<file path="src/rtl/lcd_host_driver.sv">
// Host-side driver for the 6x6-image / 3x3-window LCD controller: one op at a time, optional ROM stream, 3x3 window collect.
// Optional macro LCD_TIMEOUT_EN adds a no-response watchdog (TIMEOUT cycles from command issue).
module lcd_host_driver #(
    parameter int DW      = 8,
    parameter int IMG_PIX = 36,
    parameter int WIN_PIX = 9
`ifdef LCD_TIMEOUT_EN
    ,
    parameter int TIMEOUT = 64
`endif
) (
    input  logic                  clk,
    input  logic                  reset,
    input  logic                  op_valid,
    input  logic [2:0]            op_code,
    output logic                  op_ready,
    output logic [5:0]            img_addr,
    output logic                  img_rd,
    input  logic [DW-1:0]         img_rdata,
    output logic [2:0]            lcd_cmd,
    output logic                  lcd_cmd_valid,
    output logic [DW-1:0]         lcd_datain,
    input  logic                  lcd_busy,
    input  logic [DW-1:0]         lcd_dataout,
    input  logic                  lcd_output_valid,
    output logic [WIN_PIX*DW-1:0] win_data,
    output logic                  win_valid,
    output logic                  err,
    output logic [1:0]            debug_state
);

    typedef enum logic [1:0] {
        IDLE    = 2'd0,
        ISSUE   = 2'd1,
        LOAD    = 2'd2,
        COLLECT = 2'd3
    } state_t;

    localparam logic [2:0] OP_LOAD    = 3'd1;
    localparam logic [5:0] LOAD_LAST  = 6'(IMG_PIX);
    localparam logic [3:0] SLOT_LAST  = 4'(WIN_PIX - 1);

    state_t        state, state_nx;
    logic [2:0]    code_q;
    logic [5:0]    load_cnt;
    logic [3:0]    slot_cnt;
    logic [DW-1:0] shadow [0:WIN_PIX-2];
    logic          accept, legal, capture, timeout_hit;

    // Handshake: an op is taken on a rising edge where op_valid and op_ready are both high.
    assign accept      = op_valid & op_ready;
    assign legal       = (op_code <= 3'd5);
    assign capture     = (state == COLLECT) & lcd_output_valid;
    assign debug_state = state;

`ifdef LCD_TIMEOUT_EN
    localparam logic [6:0] TMO_LAST = 7'(TIMEOUT - 1);
    logic [6:0] tmo_cnt;

    // Counts from the ISSUE cycle (value 0) and saturates; only matters until slot 0 is filled.
    always_ff @(posedge clk or posedge reset) begin
        if (reset) begin
            tmo_cnt <= '0;
        end else if (state == IDLE || capture) begin
            tmo_cnt <= '0;
        end else if (tmo_cnt != TMO_LAST) begin
            tmo_cnt <= tmo_cnt + 7'd1;
        end
    end

    assign timeout_hit = (state == LOAD || state == COLLECT) && (slot_cnt == 4'd0)
                         && !capture && (tmo_cnt == TMO_LAST);
`else
    assign timeout_hit = 1'b0;
`endif

    always_comb begin
        state_nx      = state;
        op_ready      = 1'b0;
        lcd_cmd_valid = 1'b0;
        lcd_cmd       = '0;
        img_rd        = 1'b0;
        img_addr      = '0;
        lcd_datain    = '0;
        case (state)
            IDLE: begin
                op_ready = ~lcd_busy & ~reset;
                if (op_valid && !lcd_busy && !reset && legal) state_nx = ISSUE;
            end
            ISSUE: begin
                lcd_cmd_valid = 1'b1;
                lcd_cmd       = code_q;
                if (code_q == OP_LOAD) begin
                    img_rd   = 1'b1;
                    state_nx = LOAD;
                end else begin
                    state_nx = COLLECT;
                end
            end
            LOAD: begin
                // ROM data arrives one cycle after its read, so pixel k-1 passes through in cycle k.
                lcd_datain = img_rdata;
                if (load_cnt != LOAD_LAST) begin
                    img_rd   = 1'b1;
                    img_addr = load_cnt;
                end else begin
                    state_nx = COLLECT;
                end
                if (timeout_hit) state_nx = IDLE;
            end
            COLLECT: begin
                if (capture && slot_cnt == SLOT_LAST) state_nx = IDLE;
                else if (timeout_hit) state_nx = IDLE;
            end
            default: state_nx = IDLE;
        endcase
    end

    always_ff @(posedge clk or posedge reset) begin
        if (reset) begin
            state     <= IDLE;
            code_q    <= '0;
            load_cnt  <= '0;
            slot_cnt  <= '0;
            win_data  <= '0;
            win_valid <= 1'b0;
            err       <= 1'b0;
        end else begin
            state     <= state_nx;
            win_valid <= 1'b0;
            err       <= timeout_hit;
            if (state == IDLE && accept) begin
                if (legal) code_q <= op_code;
                else       err    <= 1'b1;
            end
            if (state == IDLE) begin
                load_cnt <= '0;
                slot_cnt <= '0;
            end else if (state == ISSUE) begin
                load_cnt <= 6'd1;
                slot_cnt <= '0;
            end else if (state == LOAD && load_cnt != LOAD_LAST) begin
                load_cnt <= load_cnt + 6'd1;
            end
            if (capture) begin
                if (slot_cnt == SLOT_LAST) begin
                    // Publish the whole window at once so partial captures never show.
                    for (int i = 0; i < WIN_PIX - 1; i++) win_data[i*DW +: DW] <= shadow[i];
                    win_data[(WIN_PIX-1)*DW +: DW] <= lcd_dataout;
                    win_valid <= 1'b1;
                end else begin
                    slot_cnt <= slot_cnt + 4'd1;
                end
            end
        end
    end

    always_ff @(posedge clk) begin
        if (capture && slot_cnt != SLOT_LAST) shadow[slot_cnt[2:0]] <= lcd_dataout;
    end

endmodule
</file>
<file path="config.mk">
export PLATFORM = sky130hd
export DESIGN_NAME = lcd_host_driver
export DESIGN_NICKNAME = d
export VERILOG_FILES = /design/src/rtl/lcd_host_driver.sv
export SDC_FILE = /design/constraint.sdc
export NUM_CORES = 1
export LEC_CHECK = 0
export CAP_MARGIN = 15
export CELL_PAD_IN_SITES_DETAIL_PLACEMENT = 0
export CELL_PAD_IN_SITES_GLOBAL_PLACEMENT = 1
export CORE_ASPECT_RATIO = 1.2
export CORE_MARGIN = 5
export CORE_UTILIZATION = 40
export CTS_CLUSTER_SIZE = 14
export DETAILED_ROUTE_END_ITERATION = 16
export PLACE_DENSITY_LB_ADDON = 0.1
export SETUP_SLACK_MARGIN = 0.3
export SYNTH_ARGS = -nofsm -noshare
export SYNTH_HDL_FRONTEND = slang
export SYNTH_SLANG_ARGS = --single-unit
</file>
<file path="constraint.sdc">
create_clock -name clk -period 3.45 [get_ports clk]
set_input_delay 0.5175 -clock clk [delete_from_list [all_inputs] [get_ports clk]]
set_output_delay 0.5175 -clock clk [all_outputs]
set_load 0.02 [all_outputs]
</file>
==> flow_summary.json <==
{
  "gp_congestion": 0.800,
  "synth_area_per_cell_um2": 16.6,
  "finalSetupTns_ns": 0,
  "final_util_pct": 55.1,
  "p_per_area_mw_per_mm2": 706,
  "timing.hold.ws_ns": 0.469,
  "cp_slowest_stage_delay_ns": 0.61,
  "seq-cell-share_pct": 52.9,
  "worstHoldEndpoint": "win_data[48]",
  "start_kind": "flop",
  "r2r_end": "load_cnt[0]",
  "critPathTopFamily": "buffers and inverters",
  "power.switching_mw": 1.57,
  "fmax_ghz": 0.343,
  "largest_class": "registers",
  "crit_slowest_cell": "clkdlybuf4s50_1",
  "place_area_mm2": 0.00719,
  "ys_types": 36,
  "clkCellAreaFrac_pct": 8.07,
  "top_cells_by_count": "dfrtp_1, mux2_2, edfxtp_1",
  "dr_wl_met2_um": 6550,
  "power_leakage_nw": 3.27,
  "clock_latency_ns": 0.42,
  "die_h_um": 141,
  "root_buffer": "clkbuf_16",
  "flop_cell": "dfrtp_1",
  "setup_viol": 0,
  "synthAdderAreaFrac_pct": 2.17,
  "initCoreUtil_pct": 40.4,
  "maxSlewHeadroom_pct": 50.4,
  "slew_violations": 0,
  "sh_comb_area_pct": 19.8,
  "drive_above_1_share_pct": 24.0,
  "tightest_slew_ns": 0.741,
  "largest_reg_flops": 72,
  "dp_hpwl_um": 8190,
  "syn_area_mm2": 0.00576,
  "ctsLongestPathBuffers": 2,
  "peakVddDrop_mv": 0.430,
  "top_usage_layer": "met2",
  "hp-class": "reg2reg",
  "use_met1_pct": 18.8,
  "htree_levels": 4,
  "wl_met1_um": 5250,
  "met3WireLength_um": 503,
  "power.share.combinational_pct": 24.2,
  "num-multi-input-gates": 178,
  "xor_share_pct": 0,
  "comb_area_mm2": 0.00156,
  "final_common_cell": "clkdlybuf4s50_1",
  "cp.depth": 6,
  "synth_cells": 347,
  "status": "complete, no violations",
  "highest_layer": "met4",
  "wl_per_cell_um": 18.6,
  "place.port_buffers": 119,
  "final_cell_mix": "clkdlybuf4s50_1, dfrtp_1, mux2_2",
  "p_comb_mw": 1.34,
  "cts_tree": "yes",
  "synth.cellmix.simpleShare_pct": 6.13,
  "pwr-share-clk_pct": 35.3,
  "regMostFlops": "win_data",
  "grt_use_met3_pct": 3.67,
  "power.group.top": "sequential cells",
  "nonClockBufferCount": 124,
  "ys_cells": 347,
  "fin_area_mm2": 0.00784
}
sizes.png
The bar under the picture is 20 µm long.
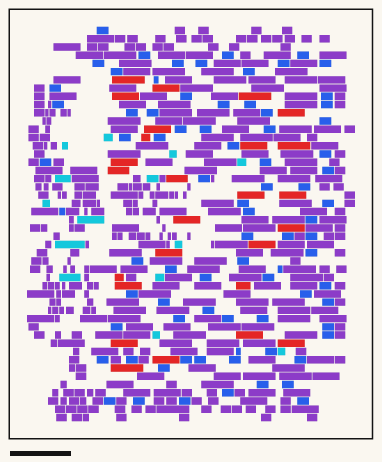
color	size	cells	share
blue	_2 cells	79	16%
cyan	_3 and _4 cells	14	2.8%
red	_6 and larger	26	5.3%
purple	_0 and _1 cells	376	76%

clocks.png
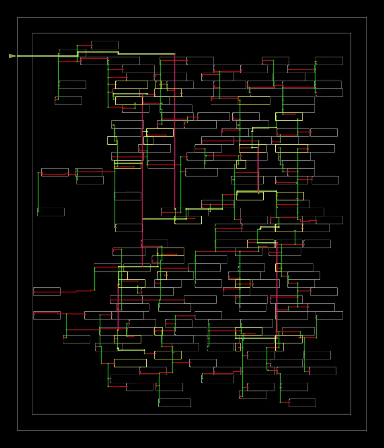
Clock net power: 1.96 mW
Max Clock Skew: 0.00802 ns
Clock Sinks: 153
clock buffers: 18

detail.png
Region (75, 20) to (105, 50) µm. Cells in gray, sequential cells in the stronger gray; small squares are vias.
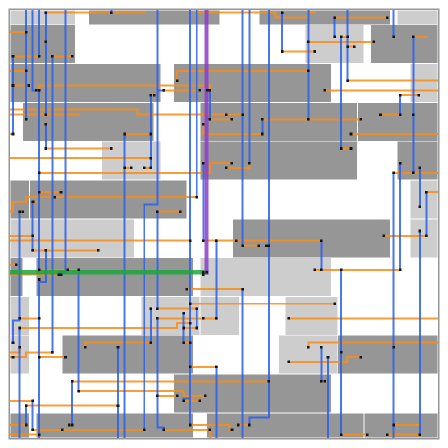
color	layer
blue	metal 2
orange	metal 1
green	metal 3
purple	metal 4
most frequent	edfxtp_1 (10), dfrtp_1 (6), mux2_2 (4)
sequential cells in the window	16
cells with their middle in the window	25
netlist names of flops here include	`shadow` (10), `win_data` (6)

Power and IR drop assume default switching activity.
